Design joy_answer_arbiter_flat, sky130hd; sources not shown.
final_clocks.png
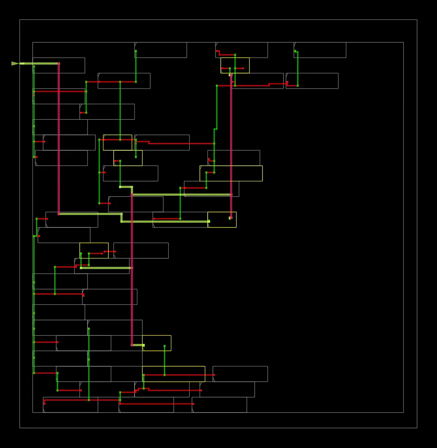
clk pwr: 306 uW
number of buffers inserted during clock tree synthesis: 5
flip-flops: 38
final clock skew: 0.00566 ns
Late-Pin Clk Latency: 0.29 ns

registers.png
The bar under the picture is 20 um long. Other sequential cells in the stronger gray, the rest of the logic in the fainter gray.
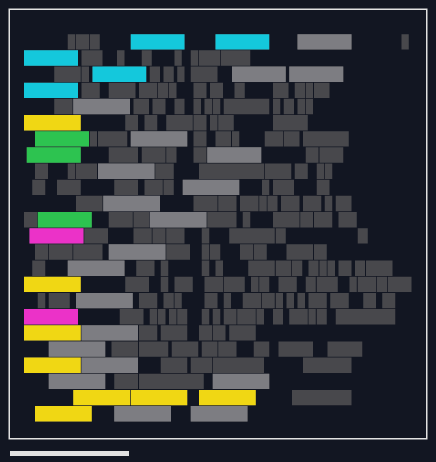
- u_core.player_q: magenta (sequential cells 2)
- u_core.sync1_q: yellow (sequential cells 8; where bottom left)
- u_core.cnt_q: cyan (sequential cells 5)
- u_core.sel_q: green (sequential cells 3)
- not colored: 20
sequential power: 439 uW
fraction of the core area covered by cells at the end of the flow: 61.6%
combined flip-flop and latch cell area: 981 um2

==> summary.txt <==
Implementation results are summarized by area below.

Run status
The run finished with clean final reports.

Placed design
Per the placement log, port buffering inserted 0 buffers. Summed over all nets, the half-perimeter wirelength after detailed placement is 3010 um.

Worst hold path
In this run the worst hold path is classified as primary input to async pin.

Clock tree
The worst-case clock buffer depth is 2. The number of hold-repair buffers added at the cts stage is 0. Looking at the post-CTS report, the setup buffer insertion count equals 0.

The TritonCTS clock tree is built. The number of clock sinks is 38.

Worst setup path
Per STA, the highest per-stage delay on the worst path measures 0.58 ns. The report puts the cell count of the worst reg-to-reg path at 21. Counting stages on the worst path, the most repeated cell is sky130_fd_sc_hd__ha_1. The kind of start point of the critical path is a flip-flop.

The number of gates on the worst path with buffers counted is 21.

Finish
The area growth from synthesis to layout is 6.65%. The count of fill cells added during filler insertion is 360. The share of final-layout standard cells stronger than drive strength 1 is 20.6%.

Synthesis
Of the synthesized area, sequential elements account for 39.8%. Yosys stat counts 233 cells in the synthesized netlist. Yosys reported that registers with async set or reset make up 100%.

Synthesis produced 233 cells. The average cell area after synthesis is 10.6 um2.

Power and ir drop
Combinational logic is responsible for 29.9% of the overall power. The net switching power is 310 uW. The worst vdd rail ir drop is 307 uV.

Timing
The clock period could shrink to 4.73 ns. The final critical path takes up 91.0% of the cycle. The number of endpoints failing setup at the final stage is 0. Timing would allow up to 211 MHz. Setup repair after global routing left no endpoint under its margin.

Detailed routing
The first-pass iteration count of the detailed router is 4. The final routed wirelength across all metal layers is 4060 um.

Global route
The final global-route overflow total is 0. The first-pass GRT wire length is 7290 um.

Die
The chip occupies 5040 um2. After floorplanning, the core was sized to cover 4260 um2.
## power groups by stage
stage / registers, mW / logic (mW) / clock network [mW]
after floorplan: 0.426 / 0.284 / 0
after global placement: 0.443 / 0.316 / 0
after detailed placement: 0.445 / 0.319 / 0
after CTS: 0.441 / 0.322 / 0.313
after global routing: 0.452 / 0.357 / 0.324
final: 0.439 / 0.318 / 0.306
## stage by stage
| stage | util (%) | instance area (um2) | instances | total power, mW |
|---|---|---|---|---|
| global route | 61.6 | 2630 | 285 | 1.13 |
| floorplan | - | 2460 | 233 | 0.710 |
| detailed placement | 58.3 | 2490 | 277 | 0.765 |
| finish | 61.6 | 2630 | 285 | 1.06 |
| global placement | 58.3 | 2490 | 277 | 0.758 |
| CTS | 61.6 | 2630 | 285 | 1.08 |
## routing by layer
layer / up-vias / GRT usage, %
met4: 0 / 8.76
met3: 10 / 3.89
met2: 21 / 29.3
li1: 804 / -
met1: 778 / 24.1
met5: - / 0
## cell families after synthesis
kind of cell             synth area share (%)
multiplexers                             6.24
AND-OR/OR-AND                            13.5
buffers and inverters                    4.82
adder cells (fa/ha/maj)                  7.11
flip-flops                               39.8
other                                   0.152
XOR/XNOR                                 10.7
AND/OR/NAND/NOR                          17.7
## area by class of cell
| class | count | share of cell area (%) |
|---|---|---|
| inverters | 18 | 2.57 |
| clock buffers | 6 | 3.14 |
| clock inverters | 2 | 2.28 |
| repair buffers | 1 | 0.286 |
| well taps | 52 | 2.48 |
| multi-input cells | 168 | 51.9 |
| flip-flops and latches | 38 | 37.3 |
Power and IR drop assume default switching activity.
